Figure 1. M1 wires (run 1).
Bar = 50 um.
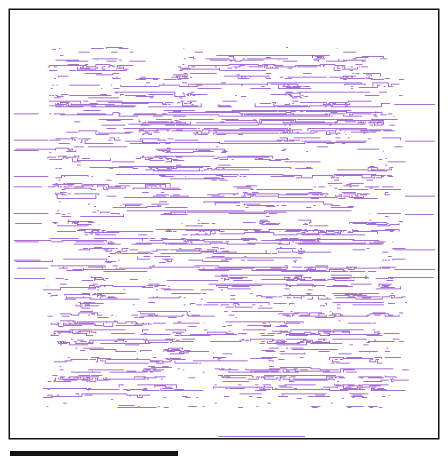
Figure 2. Metal 2 (run 1).
Bar = 50 um.
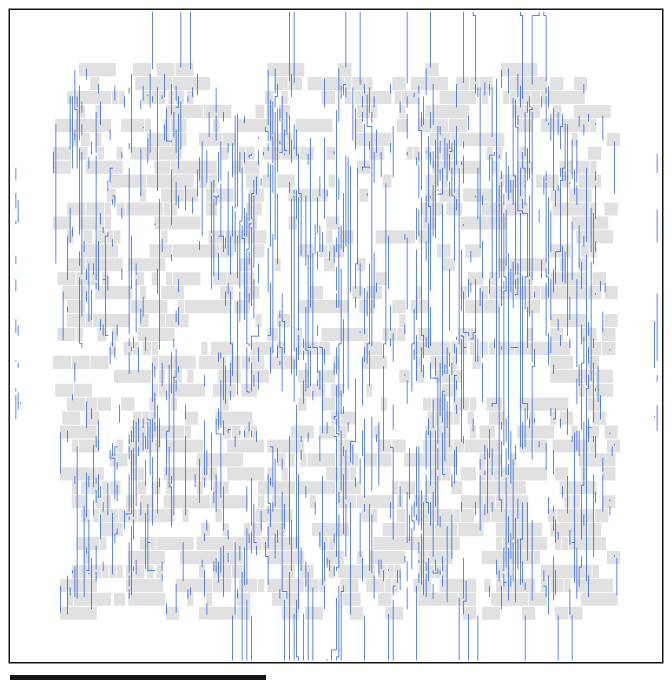
Figure 3. Met3 routing (run 1).
Bar = 50 um.
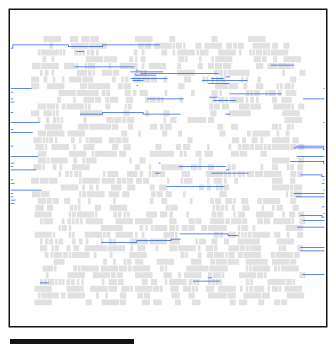
Figure 4. Routing congestion map (run 1).
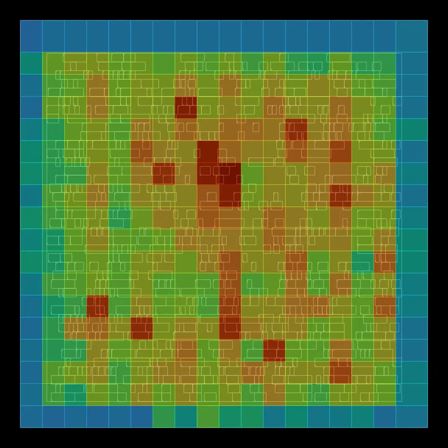
===== config.mk =====
export PLATFORM = sky130hd
export DESIGN_NAME = wvlt_haar_stage
export DESIGN_NICKNAME = d
export VERILOG_FILES = /design/src/rtl/wvlt_haar_stage.sv
export SDC_FILE = /design/constraint.sdc
export NUM_CORES = 1
export LEC_CHECK = 0
export CELL_PAD_IN_SITES_DETAIL_PLACEMENT = 0
export CELL_PAD_IN_SITES_GLOBAL_PLACEMENT = 1
export CORE_MARGIN = 8
export CORE_UTILIZATION = 40
export DETAILED_ROUTE_END_ITERATION = 10
export HOLD_SLACK_MARGIN = 0.12
export PLACE_DENSITY_LB_ADDON = 0.1
export SLEW_MARGIN = 10
export SYNTH_ARGS = -nofsm -noshare
export SYNTH_HDL_FRONTEND = slang
export SYNTH_SLANG_ARGS = --single-unit
export TNS_END_PERCENT = 5

===== constraint.sdc =====
create_clock -name iclk -period 2.3 [get_ports iclk]
set_input_delay 0.46 -clock iclk [delete_from_list [all_inputs] [get_ports iclk]]
set_output_delay 0.46 -clock iclk [all_outputs]
set_load 0.1 [all_outputs]

===== src/rtl/wvlt_haar_stage.sv =====
// First-level Haar analysis: decimates a stream of adjacent-sample pairs by two,
// emitting sum/difference coefficients with frame position and truncation flags.
module wvlt_haar_stage #(
  parameter int pW_IN  = 16,
  parameter int pWORDS = 128,
  parameter int pW_CNT = $clog2(pWORDS/2)
) (
  input  logic                    iclk,
  input  logic                    irst,
  input  logic                    iclk_ena,
  input  logic                    iena,
  input  logic signed [pW_IN-1:0] idat_l,
  input  logic signed [pW_IN-1:0] idat_h,
  output logic                    ovalid,
  output logic signed [pW_IN:0]   oapp,
  output logic signed [pW_IN:0]   odet,
  output logic [pW_CNT-1:0]       ocnt,
  output logic                    osop,
  output logic                    oeop,
  output logic                    oerr
);

  localparam int STAGES = 2;
  localparam logic [pW_CNT-1:0] LAST = pW_CNT'(pWORDS/2 - 1);

  typedef struct packed {
    logic [pW_IN-1:0]  l;
    logic [pW_IN-1:0]  h;
    logic [pW_CNT-1:0] idx;
  } pair_t;

  logic              phase;
  logic [pW_CNT-1:0] idx;
  logic              cap, trunc;
  pair_t             s1;
  logic [STAGES:1]   vld_pipe, err_pipe;
  logic signed [pW_IN:0] l_x, h_x, sum, dif;

  // phase=0 ticks carry a stale low sample, so only phase=1 ticks are captured
  assign cap   = iclk_ena & iena & phase;
  assign trunc = iclk_ena & ~iena & (phase | (idx != '0));

  always_ff @(posedge iclk) begin
    if (irst) begin
      phase <= 1'b0;
      idx   <= '0;
    end else if (iclk_ena) begin
      if (iena) begin
        phase <= ~phase;
        if (phase) idx <= idx + 1'b1;  // power-of-two frame: natural wrap
      end else begin
        phase <= 1'b0;
        idx   <= '0;
      end
    end
  end

  // stage 1
  always_ff @(posedge iclk) begin
    if (irst) begin
      s1       <= '0;
      vld_pipe <= '0;
      err_pipe <= '0;
    end else begin
      vld_pipe <= {vld_pipe[STAGES-1:1], cap};
      err_pipe <= {err_pipe[STAGES-1:1], trunc};
      if (cap) s1 <= '{l: idat_l, h: idat_h, idx: idx};
    end
  end

  assign l_x = $signed({s1.l[pW_IN-1], s1.l});
  assign h_x = $signed({s1.h[pW_IN-1], s1.h});
  assign sum = l_x + h_x;
  assign dif = h_x - l_x;

  // stage 2
  always_ff @(posedge iclk) begin
    if (irst) begin
      oapp <= '0;
      odet <= '0;
      ocnt <= '0;
      osop <= 1'b0;
      oeop <= 1'b0;
    end else begin
      osop <= vld_pipe[1] & (s1.idx == '0);
      oeop <= vld_pipe[1] & (s1.idx == LAST);
      if (vld_pipe[1]) begin
        oapp <= sum;
        odet <= dif;
        ocnt <= s1.idx;
      end
    end
  end

  assign ovalid = vld_pipe[STAGES];
  assign oerr   = err_pipe[STAGES];

endmodule


==> CHANGELOG.md, run 1 <==
### Physical design

* Result of the run: completed
* Endpoint of the worst register-to-register path: oapp[14]
* Number of port buffers at 79
* Buffer levels on the longest clock path at 2
* Register bit total from synthesis at 90
* Setup slack after placement at -0.0381 ns
* Leakage power total at about 0.0026 uW
* Max FO, Critical Path at 3
* Synth warn at 0
* Setup repair after global routing missed its margin: true
* Number of flops mapped to enable cells by yosys at 0
* Number of flip-flops under the largest register name at 17
* Synthesized area per cell at between 7 and 8 sq um
* Area growth syn-to-layout at 29.0%
* TritonRoute pass-1 iters at 5
* Post-DP HPWL at around 11000 um
* Vias in the first global route at between 4000 and 5000
* # nets final at 788
* X dimension of the die at 127 um
* Worst-case hold path end point: err_pipe[2]
* Biggest register: oapp
* Cell area after synthesis at 4950 sq um
* Core area at 12100 sq um
* Number of failing hold endpoints at the final stage at 0
* Worst endpoint data arrival time at 2.42 ns
* MaxCap Viol Count at 0
* Ys flop type: sky130_fd_sc_hd__dfxtp_1
* Post-Route Setup TNS at 0 ns
* Dominant kind of combinational cell: simple AND/OR/NAND/NOR gates
* Gate count of the mapped netlist at 626
* Most popular library cell in the synthesized design by count: sky130_fd_sc_hd__nand2_1
* Beginning of the worst hold path: err_pipe[1]
* Most area-hungry cell type in the Yosys netlist: sky130_fd_sc_hd__dfxtp_1
* Endpoint type of the worst setup path: register
* Avg Vias per Cell at 5.11
* Sequential fraction of the synthesis area at 36.4%
* Xor/xnor share of the synthesized area at 2.48%
* Pwr Total at 3460 uW
* Crit-path max cell delay at 0.38 ns
* Critical Path RT at 2.54 ns
* Clk slew on worst S/H paths at 0.07 ns
* Final number of max-transition violations at 0
* Yosys chip area at 4950 sq um
* Area share of and/or/nand/nor cells after synthesis at 22.1%
* CP Cell Sequence: buf_4 > ha_1 > fa_1 > nor2b_1 > o211ai_2 > a21oi_1 > o2111ai_2 > mux2i_1 > nand2_1
* Die height at 127 um
* Power per unit of standard cell area at 542 nW/um^2
* Largest voltage drop on the vdd net at 0.000275 V
* Total overflow reported by the global router at 0
* Maximum number of pins on one net before global-route repair at 66
* Global placer's final weighted congestion at approximately 0.83
* Ao+oa area frac at 20.3%
* Largest cells by area after synthesis: sky130_fd_sc_hd__dfxtp_1 (36%), sky130_fd_sc_hd__nand2_1 (9.0%), sky130_fd_sc_hd__ha_1 (8.6%)
* Cell count listed in synth_stat.txt at 626
* Top achievable clock speed at 459 MHz
* Rel. slew slack at 53.2%
* Share of the synthesized area in the top cell type at 36.4%
* Least setup slack across all paths after layout at 0.123 ns
* Level count of the clock H-tree at 3
* Core utilization before placement at 41.0%
* Number of endpoints failing setup at the final stage at 0
* Count of inserted antenna diode cells at 0
* Remaining antenna violation count at 0
* Most frequent logic cell in the layout: sky130_fd_sc_hd__nand2_1
* Final critical-path share of the clock period at 94.7%
* Die Footprint at 16200 sq um
* Count of warning messages emitted by the tools at 44
* Number of sinks driven by the clock tree at 90
* Placed cell areas at ~6000 sq um
* Final critical path time including I/O delays and setup at 2.18 ns
* Post-placement cell count at 872
* Master of the slowest instance on the critical path: sky130_fd_sc_hd__fa_1
* FF-to-FF setup slack at 0.12 ns
* Cell depth of the worst min-delay path at 1
* Depth of the worst register-to-register path at 9
* Floorplan row count at ~40
* Clk_skew at around 0.0073 ns
* Multiplexer share at 3.26%
* Reg2Reg Launch Point: h_x[0]
* First-pass GRT wire length at 23900 um
* Worst hold slack across all endpoints at 0.438 ns
* Startpoint types: register
* Worst Path Class, Setup: reg2reg
* Latency at later pin at 0.35 ns
* Synthesized Nets at 698
* Transition at the pin with the smallest max-transition slack at 0.702 ns
* Layout Cells excl Fill at 889
* Root Driver: sky130_fd_sc_hd__clkbuf_16
* Post-layout instance area at 6380 sq um
* Count of pins on the block boundary at ~80
* Antenna violations before repair at 0
* TritonCTS clock tree: done
* Cell variety after synth at 69
* Beginning of the critical path: h_x[0]
* Fillcell total at roughly 1200
* Top post-synthesis cells by count: sky130_fd_sc_hd__nand2_1 (119), sky130_fd_sc_hd__dfxtp_1 (90), sky130_fd_sc_hd__a21oi_1 (71)
* Violation count after the first detailed-routing iteration at 286
* Proportion of layout cells with a drive suffix above 1 at between 10% and 20%
* Most frequent cells in the layout: sky130_fd_sc_hd__nand2_1 (119), sky130_fd_sc_hd__dfxtp_1 (88), sky130_fd_sc_hd__buf_4 (83)
* Synth Area in Adders at under 10%
* Clock buffer count from CTS at 9
* Worst Hold Class: reg2reg
* Ys async rst share at 0%
* Number of design rule violations left after detail routing at 0
## Picture notes: Figure 1
- longest straight run: 37.7 um
- wire length on this layer: 7160 um
- share of all routed wire: 49%
- main direction: horizontal
- nets with wire on the layer: 733

## Picture notes: Figure 2
- wire length on this layer: 6660 um
- share of all routed wire: 46%
drt total wl: 14600 um
DR vias: 4543
met2 track demand over resource in global routing: 29.4%

## Picture notes: Figure 3
- wire length on this layer: 649 um
- longest straight run: 31.3 um
- main direction: horizontal
met3 routing resource usage after global routing: 3.99%

## Picture notes: Figure 4
Core Util, Final: 52.9%
global routing usage summed across all routing layers: 18.6%
Wirelength per Cell: 16.4 um
highest-utilization routing layer at the global route stage: met2

[run 1: how the worst max path moves through the flow]
stage                    end  slack (ns)  depth (start not counted)
finish              oapp[14]        0.12                          9
global route         oapp[8]      -0.006                          9
CTS                 odet[14]        0.02                          7
detailed placement  oapp[15]       -0.04                          8
global placement    oapp[15]       -0.05                          8
floorplan           oapp[15]        0.26                          8
[run 1: cell type report]
class                      instances  area (sq um)  area share (%)
tap                              168           210            3.29
multi-input combinational        463          2970            46.5
sequential                        90          1800            28.3
timing repair buffer             119           988            15.5
clock buffer                      11           243            3.80
clock inverter                     5          46.3           0.725
inverter                          33           124            1.94
[run 1: power breakdown]
group	switching (uW)	internal (uW)
clock	645	781
combinational	254	192
sequential	14.2	1570
total	913	2550
[run 1: logic make-up (layout without fill, tap and decap cells)]
family / Yosys count / after routing
and+or+nand+nor: 247 / 247
AOI/OAI and AO/OA: 150 / 150
DFF: 90 / 90
buffers and inverters: 73 / 168
adders and majority gates: 36 / 36
muxes: 16 / 16
xor gates and xnor gates: 14 / 14
[run 1: layer usage]
layer	wire (um)	track usage, %
met5	0	0
met4	140	4.27
met3	648	3.99
met2	6660	29.4
met1	7160	25.3
[run 1: worst max-delay path, delay by kind of cell, from the launching register on]
family | cells | cell delay [ns]
flip-flops | 1 | 0.31
multiplexers | 1 | 0.22
buffers and inverters | 1 | 0.13
AND/OR/NAND/NOR | 2 | 0.23
AND-OR/OR-AND | 3 | 0.61
adder cells (fa/ha/maj) | 2 | 0.58
[run 1: timing repair]
item,CTS,global route
hold buffers,0,0
buffers inserted,0,1
pin swaps,0,4
resized,4,25
setup endpoints to repair,3,14
==> run 1 -> run 2 <==
- TNS_END_PERCENT: 5 -> 30
==> CHANGELOG.md, run 2 <==
### Physical design

* Result of the run: completed (unchanged)
* TritonCTS clock tree: done (unchanged)
* Most frequent logic cell in the layout: sky130_fd_sc_hd__nand2_1 (unchanged)
* Total area of multi-input combinational cells at 2950 sq um (was 2970 sq um)
* Master of the slowest instance on the critical path: sky130_fd_sc_hd__dfxtp_1 (was sky130_fd_sc_hd__fa_1)
* Global placer's final weighted congestion at 0.830 (unchanged)
* Sequential Area at 1800 sq um (unchanged)
* Synth warn at 0 (unchanged)
* Register bit total from synthesis at 90 (unchanged)
* Count of warning messages emitted by the tools at 44 (unchanged)
* Avg Vias per Cell at 5.11 (about the same)
* Placed cell areas at 5970 sq um (unchanged)
* Met3 Wirelength at 617 um (was 648 um)
* Synthesized area per cell at 7.91 sq um (unchanged)
* Count of hold buffers inserted by post-cts repair at 0 (unchanged)
* Met1 demand-to-capacity share in global routing at 25.3% (unchanged)
* Floorplan row count at 40 (unchanged)
* Final number of max-transition violations at 0 (unchanged)
* Layout Cells excl Fill at 889 (unchanged)
* Final critical path time including I/O delays and setup at 2.18 ns (about the same)
* Antenna violations before repair at 0 (unchanged)
* Cell count listed in synth_stat.txt at 626 (unchanged)
* Setup repair after global routing missed its margin: true (unchanged)
* Number of gates resized after cts at 4 (unchanged)
* Most popular library cell in the synthesized design by count: sky130_fd_sc_hd__nand2_1 (unchanged)
* Proportion of layout cells with a drive suffix above 1 at 19.7% (unchanged)
* MaxCap Viol Count at 0 (unchanged)
* Remaining antenna violation count at 0 (unchanged)
* Beginning of the critical path: l_x[2] (was h_x[0])
* Startpoint types: register (unchanged)
* Met3 routing resource usage after global routing at 3.99% (unchanged)
* Critical Path RT at 2.57 ns (was 2.54 ns)
* Post-DP HPWL at 11400 um (unchanged)
* Die height at 127 um (unchanged)
* Fillcell total at 1164 (was 1158)
* FF-to-FF setup slack at 0.12 ns (about the same)
* Latency at later pin at 0.35 ns (about the same)
* Transition at the pin with the smallest max-transition slack at 0.697 ns (was 0.702 ns)
* Reg2Reg Launch Point: l_x[2] (was h_x[0])
* Leakage power total at 0.00263 uW (about the same)
* CP Cell Sequence: inv_1 > ha_4 > buf_4 > nor3b_2 > buf_4 > o31ai_4 > a21oi_2 > a2111oi_4 > xnor2_1 > a211oi_2 (was buf_4 > ha_1 > fa_1 > nor2b_1 > o211ai_2 > a21oi_1 > o2111ai_2 > mux2i_1 > nand2_1)
* Yosys chip area at 4950 sq um (unchanged)
* Clk_skew at 0.00679 ns (was 0.00734 ns)
* Largest cells by area after synthesis: sky130_fd_sc_hd__dfxtp_1 (36%), sky130_fd_sc_hd__nand2_1 (9.0%), sky130_fd_sc_hd__ha_1 (8.6%) (unchanged)
* Crit path buf inv count at 3 (was 1)
* Vias in the first global route at 4459 (unchanged)
* Level count of the clock H-tree at 3 (unchanged)
* Number of flops mapped to enable cells by yosys at 0 (unchanged)
* Final critical-path share of the clock period at 94.6% (was 94.7%)
* Beginning of the worst hold path: err_pipe[1] (unchanged)
* Most frequent cells in the layout: sky130_fd_sc_hd__nand2_1 (119), sky130_fd_sc_hd__dfxtp_1 (88), sky130_fd_sc_hd__buf_4 (83) (unchanged)
* Number of sinks driven by the clock tree at 90 (unchanged)
* Biggest register: oapp (unchanged)
* Sequential fraction of the synthesis area at 36.4% (unchanged)
* Endpoint type of the worst setup path: register (unchanged)
* Violation count after the first detailed-routing iteration at 290 (was 286)
* Crit-path max cell delay at 0.37 ns (was 0.38 ns)
* Count of pins on the block boundary at 80 (unchanged)
* Number of failing hold endpoints at the final stage at 0 (unchanged)
* Max FO, Critical Path at 5 (was 3)
* Wirelength per Cell at 16.5 um (was 16.4 um)
* X dimension of the die at 127 um (unchanged)
* Area growth syn-to-layout at 28.6% (was 29.0%)
* Number of flip-flops under the largest register name at 17 (unchanged)
* Maximum number of pins on one net before global-route repair at 66 (unchanged)
* Core area at 12100 sq um (unchanged)
* Crit path top cell by count: sky130_fd_sc_hd__buf_4
* Number of endpoints failing setup at the final stage at 0 (unchanged)
* Detailed route wirelength on metal2 at 6680 um (was 6660 um)
* Post-CTS setup buffer count at 0 (unchanged)
* First-pass GRT wire length at 23900 um (unchanged)
* Top post-synthesis cells by count: sky130_fd_sc_hd__nand2_1 (119), sky130_fd_sc_hd__dfxtp_1 (90), sky130_fd_sc_hd__a21oi_1 (71) (unchanged)
* Cell variety after synth at 69 (unchanged)
* Number of design rule violations left after detail routing at 0 (unchanged)
* Top layer used by detailed routing: met4 (unchanged)
* Cell area after synthesis at 4950 sq um (unchanged)
* Clock buffer count from CTS at 9 (unchanged)
* Share of the synthesized area in the top cell type at 36.4% (unchanged)
* Power per unit of standard cell area at 543 nW/um^2 (was 542 nW/um^2)
* TritonRoute pass-1 iters at 4 (was 5)
* Buffer levels on the longest clock path at 2 (unchanged)
* Total overflow reported by the global router at 0 (unchanged)
* Top achievable clock speed at 459 MHz (about the same)
* Most area-hungry cell type in the Yosys netlist: sky130_fd_sc_hd__dfxtp_1 (unchanged)
* Worst endpoint data arrival time at 2.45 ns (was 2.42 ns)
* Largest voltage drop on the vdd net at 0.000272 V (was 0.000275 V)
* Die Footprint at 16200 sq um (unchanged)
* Clk slew on worst S/H paths at 0.07 ns (about the same)
* Met2 track demand over resource in global routing at 29.4% (unchanged)
* Post-placement cell count at 872 (unchanged)
* Worst Path Class, Setup: reg2reg (unchanged)
* Pwr Total at 3460 uW (about the same)
* Worst hold slack across all endpoints at 0.438 ns (about the same)
* Ys flop type: sky130_fd_sc_hd__dfxtp_1 (unchanged)
* Post-layout instance area at 6360 sq um (was 6380 sq um)
* Worst Hold Class: reg2reg (unchanged)
* Synthesized Nets at 698 (unchanged)
* Core utilization before placement at 41.0% (unchanged)
* Root Driver: sky130_fd_sc_hd__clkbuf_16 (unchanged)
* Count of inserted antenna diode cells at 0 (unchanged)
* Gate count of the mapped netlist at 626 (unchanged)
* Ys async rst share at 0% (unchanged)
* Highest-utilization routing layer at the global route stage: met2 (unchanged)
* Rel. slew slack at 53.6% (was 53.2%)
* Cell type group with the largest total delay on the critical path: AND-OR/OR-AND gates (unchanged)
* Global routing usage summed across all routing layers at 18.6% (unchanged)
* # nets final at 788 (unchanged)
* Metal-1 WL at 7230 um (was 7160 um)
* Number of port buffers at 79 (unchanged)
[run 2: worst reg2reg max path: cells and delay by family, from the launching register on]
| family | cells | cell delay, ns |
|---|---|---|
| compound gates | 4 | 0.87 |
| xor+xnor | 1 | 0.16 |
| fa+ha+maj | 1 | 0.29 |
| buf+inv | 3 | 0.36 |
| flops | 1 | 0.37 |
| simple gates | 1 | 0.06 |
[run 2: cells by family (layout without fill, tap and decap cells)]
logic type               Yosys count  count (layout)  synth area share (%)
multiplexers                      16              16                  3.26
buffers and inverters             73             168                  6.04
adder cells (fa/ha/maj)           36              36                  9.40
AND/OR/NAND/NOR                  247             247                  22.1
XOR/XNOR                          14              14                  2.48
AND-OR/OR-AND                    150             150                  20.3
flip-flops                        90              90                  36.4
[run 2: power breakdown]
group | internal, uW | total [uW] | switching [uW]
Combinational | 191 | 446 | 255
Sequential | 1570 | 1590 | 14.1
Clock | 781 | 1420 | 643
[run 2: worst paths after layout]
| kind | depth (start not counted) | to |
|---|---|---|
| max | 10 | oapp[13] |
| max reg2reg | 10 | oapp[13] |
| min | 1 | err_pipe[2] |
| min reg2reg | 1 | err_pipe[2] |
[run 2: metrics by stage]
stage | setup slack, ns | setup TNS (ns) | utilization, %
floorplan | 0.261 | 0 | -
global placement | -0.0464 | -0.0625 | 49.5
detailed placement | -0.0381 | -0.0381 | 49.5
CTS | 0.0216 | 0 | 52.0
global route | -0.00640 | -0.0133 | 52.8
finish | 0.123 | 0 | 52.8
[run 2: final cells by class]
type,count,share of cell area (%)
multi-input combinational,463,46.3
sequential,90,28.3
timing repair buffer,119,15.5
clock buffer,11,3.81
tap,168,3.30
inverter,33,1.95
clock inverter,5,0.727
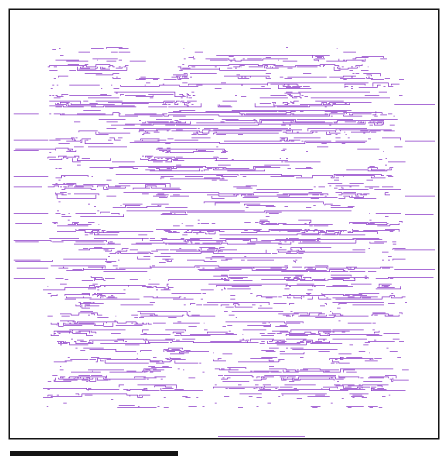
Figure 5: run 2, M1 wires.
Bar = 50 um.
- nets with wire on the layer: 735
- wire length on this layer: 7230 um

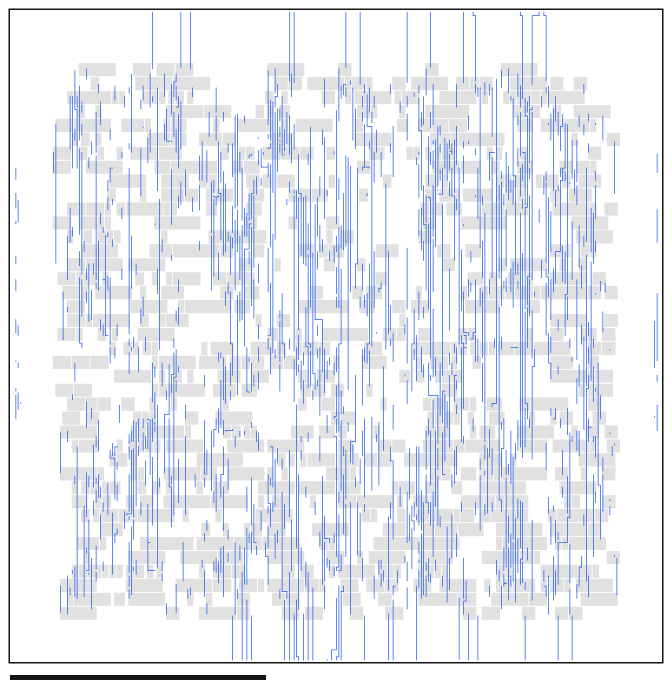
Figure 6: run 2, metal 2.
Bar = 50 um.
- main direction: vertical
- nets with wire on the layer: 621
- share of all routed wire: 46%
DR vias: 4542
drt total wl: 14700 um

==> run 2 -> run 3 <==
- ABC_AREA: default -> 1
- CORE_UTILIZATION: 40 -> 39
==> CHANGELOG.md, run 3 <==
### Physical design

* Ys async rst share at 0% (unchanged)
* TritonRoute pass-1 iters at 4 (unchanged)
* Clk_skew at 0.00631 ns (was 0.00679 ns)
* Clock buffer count from CTS at 9 (unchanged)
* Synth warn at 0 (unchanged)
* Violation count after the first detailed-routing iteration at 224 (was 290)
* Max FO, Critical Path at 3 (was 5)
* Leakage power total at 0.00316 uW (was 0.00263 uW)
* Number of gates resized after cts at 0 (was 4)
* Share of the synthesized area in the top cell type at 34.3% (was 36.4%)
* Synth Area in Adders at 8.86% (was 9.40%)
* Worst-case hold path end point: vld_pipe[1] (was err_pipe[2])
* Endpoint type of the worst setup path: register (unchanged)
* Sequential fraction of the synthesis area at 34.3% (was 36.4%)
* Cell depth of the worst min-delay path at 2 (was 1)
* Proportion of layout cells with a drive suffix above 1 at 11.0% (was 19.7%)
* Number of flops mapped to enable cells by yosys at 0 (unchanged)
* Count of warning messages emitted by the tools at 43 (was 44)
* Final number of max-transition violations at 0 (unchanged)
* Synthesized Nets at 858 (was 698)
* Level count of the clock H-tree at 3 (unchanged)
* Count of pins on the block boundary at 80 (unchanged)
* DR vias at 4854 (was 4542)
* Number of sinks driven by the clock tree at 90 (unchanged)
* Post-CTS setup buffer count at 0 (unchanged)
* Number of failing hold endpoints at the final stage at 0 (unchanged)
* Worst hold slack across all endpoints at 0.365 ns (was 0.438 ns)
* Register bit total from synthesis at 90 (unchanged)
* Avg Vias per Cell at 4.71 (was 5.11)
* Beginning of the worst hold path: irst (was err_pipe[1])
* Crit path buf inv count at 3 (unchanged)
* Setup slack after placement at 0.333 ns (was -0.0381 ns)
* Die height at 132 um (was 127 um)
* Largest voltage drop on the vdd net at 0.000325 V (was 0.000272 V)
* Cell type group with the largest total delay on the critical path: simple AND/OR/NAND/NOR gates (was AND-OR/OR-AND gates)
* Biggest register: oapp (unchanged)
* FF-to-FF setup slack at 0.33 ns (was 0.12 ns)
* Antenna violations before repair at 0 (unchanged)
* # nets final at 921 (was 788)
* Floorplan row count at 42 (was 40)
* Yosys chip area at 5250 sq um (was 4950 sq um)
* Count of hold buffers inserted by post-cts repair at 0 (unchanged)
* Total overflow reported by the global router at 0 (unchanged)
* Master of the slowest instance on the critical path: sky130_fd_sc_hd__fa_1 (was sky130_fd_sc_hd__dfxtp_1)
* Worst setup endpoint: odet[10] (was oapp[13])
* Startpoint types: register (unchanged)
* Ys flop type: sky130_fd_sc_hd__dfxtp_1 (unchanged)
* Number of port buffers at 79 (unchanged)
* Setup repair after global routing missed its margin: false (was true)
* Least setup slack across all paths after layout at 0.330 ns (was 0.123 ns)
* Cell area after synthesis at 5250 sq um (was 4950 sq um)
* Beginning of the critical path: h_x[0] (was l_x[2])
* Number of endpoints failing setup at the final stage at 0 (unchanged)
* Global routing usage summed across all routing layers at 16.8% (was 18.6%)
* Result of the run: completed (unchanged)
* Synthesized area per cell at 6.68 sq um (was 7.91 sq um)
* Worst Path Class, Setup: reg2reg (unchanged)
* Number of design rule violations left after detail routing at 0 (unchanged)
* Clk slew on worst S/H paths at 0.06 ns (was 0.07 ns)
* Crit path top cell by count: sky130_fd_sc_hd__nand2_1 (was sky130_fd_sc_hd__buf_4)
* Most frequent cells in the layout: sky130_fd_sc_hd__nand2_1 (189), sky130_fd_sc_hd__inv_1 (127), sky130_fd_sc_hd__dfxtp_1 (89) (was sky130_fd_sc_hd__nand2_1 (119), sky130_fd_sc_hd__dfxtp_1 (88), sky130_fd_sc_hd__buf_4 (83))
* Fillcell total at 1406 (was 1164)
* Cell variety after synth at 35 (was 69)
* Top post-synthesis cells by count: sky130_fd_sc_hd__nand2_1 (189), sky130_fd_sc_hd__inv_1 (127), sky130_fd_sc_hd__dfxtp_1 (90) (was sky130_fd_sc_hd__nand2_1 (119), sky130_fd_sc_hd__dfxtp_1 (90), sky130_fd_sc_hd__a21oi_1 (71))
* Power per unit of standard cell area at 600 nW/um^2 (was 543 nW/um^2)
* Vias in the first global route at 4759 (was 4459)
* Worst endpoint data arrival time at 2.22 ns (was 2.45 ns)
* Area share of and/or/nand/nor cells after synthesis at 26.8% (was 22.1%)
* Drt total wl at 14500 um (was 14700 um)
* Top achievable clock speed at 508 MHz (was 459 MHz)
* Root Driver: sky130_fd_sc_hd__clkbuf_16 (unchanged)
* Core area at 13200 sq um (was 12100 sq um)
* Post-Route Setup TNS at 0 ns (unchanged)
* Crit-path max cell delay at 0.40 ns (was 0.37 ns)
* Dominant kind of combinational cell: simple AND/OR/NAND/NOR gates (unchanged)
* Worst Hold Class: in2reg (was reg2reg)
* Gate count of the mapped netlist at 786 (was 626)
* Cell count listed in synth_stat.txt at 786 (was 626)
* Xor/xnor share of the synthesized area at 2.17% (was 2.48%)
* Rel. slew slack at 76.7% (was 53.6%)
* Core utilization before placement at 39.8% (was 41.0%)
* CP Cell Sequence: inv_1 > ha_1 > fa_1 > inv_1 > nand3_1 > nand2_1 > nand2_1 > nand2_1 > nand2_1 > nand3_1 > nand3_1 > nand2_1 > inv_1 (was inv_1 > ha_4 > buf_4 > nor3b_2 > buf_4 > o31ai_4 > a21oi_2 > a2111oi_4 > xnor2_1 > a211oi_2)
* Latency at later pin at 0.35 ns (about the same)
* Post-DP HPWL at 11200 um (was 11400 um)
[run 3: netlist changes by cell type in the layout (fill, tap and decap cells not counted), moves of 9 or more]
cell / before / now
sky130_fd_sc_hd__a21o_1: 9 / 0
sky130_fd_sc_hd__buf_4: 83 / 52
sky130_fd_sc_hd__ha_1: 25 / 34
sky130_fd_sc_hd__inv_1: 31 / 127
sky130_fd_sc_hd__mux2i_1: 15 / 0
sky130_fd_sc_hd__nand2_1: 119 / 189
sky130_fd_sc_hd__nand3_1: 9 / 39
sky130_fd_sc_hd__nor2_1: 58 / 86
sky130_fd_sc_hd__nor3_1: 18 / 2
sky130_fd_sc_hd__o21ai_0: 12 / 51
sky130_fd_sc_hd__xnor2_1: 13 / 4
[run 3: cell type report]
cell class	count	area, sq um	share of cell area, %
sequential	90	1800	28.6
clock buffer	13	260	4.12
inverter	133	499	7.91
tap	176	220	3.49
timing repair buffer	88	756	12.0
multi-input combinational	527	2730	43.2
clock inverter	3	47.5	0.753
[run 3: through the flow]
step           cells  power (uW)  area, sq um
5_1_grt         1030        3970         6310
6_report        1030        3790         6310
2_1_floorplan    786        2110         5250
4_1_cts         1030        3830         6310
3_5_place_dp    1014        2290         6000
3_3_place_gp    1014        2290         6000
[run 3: per-layer routing]
metal  up-vias  wire [um]  GRT usage, %
li1       2574          -             -
met1      2176       7490          22.5
met2        95       6130          25.7
met3         9        658          4.04
met4         0        169          5.87
met5         -          0             0
[run 3: where the power goes]
part / leakage (uW) / switching [uW] / internal [uW]
logic: 0.00228 / 424 / 212
registers: 0.000729 / 24.5 / 1590
clock network: 0.000150 / 628 / 907
[run 3: logic make-up after synthesis]
family	count (synthesis)
AND/OR/NAND/NOR	341
buffers and inverters	169
AND-OR/OR-AND	137
flip-flops	90
adder cells (fa/ha/maj)	36
XOR/XNOR	13
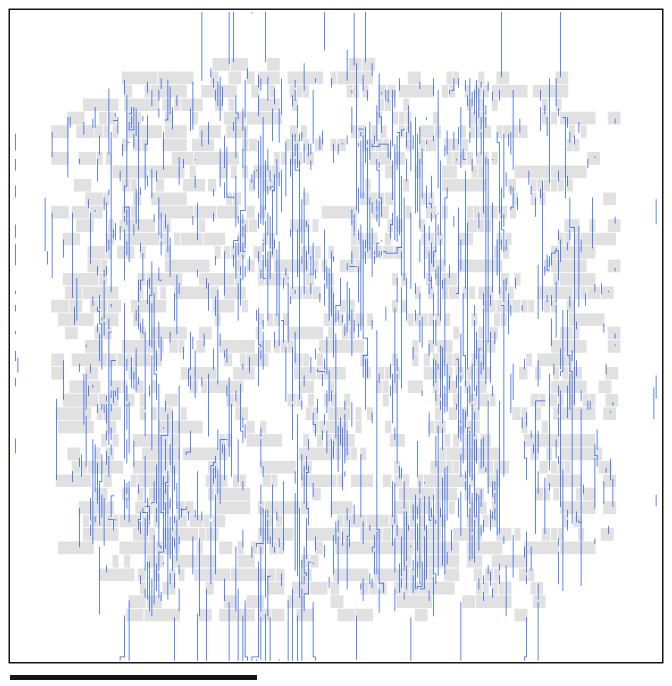
Figure 7: run 3, metal 2.
Bar = 50 um.
- nets with wire on the layer: 689
- main direction: vertical

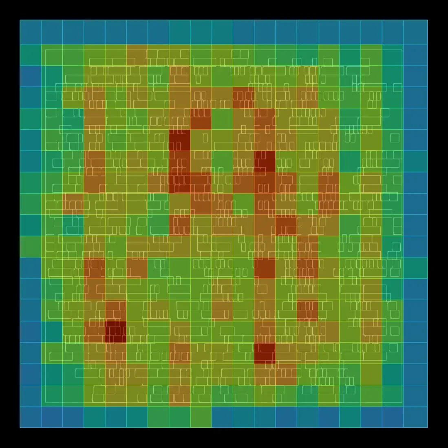
Figure 8: run 3, routing congestion map.
met1 demand-to-capacity share in global routing: 22.5%
met3 routing resource usage after global routing: 4.04%
Core Util, Final: 47.8%

Power and IR drop assume default switching activity.
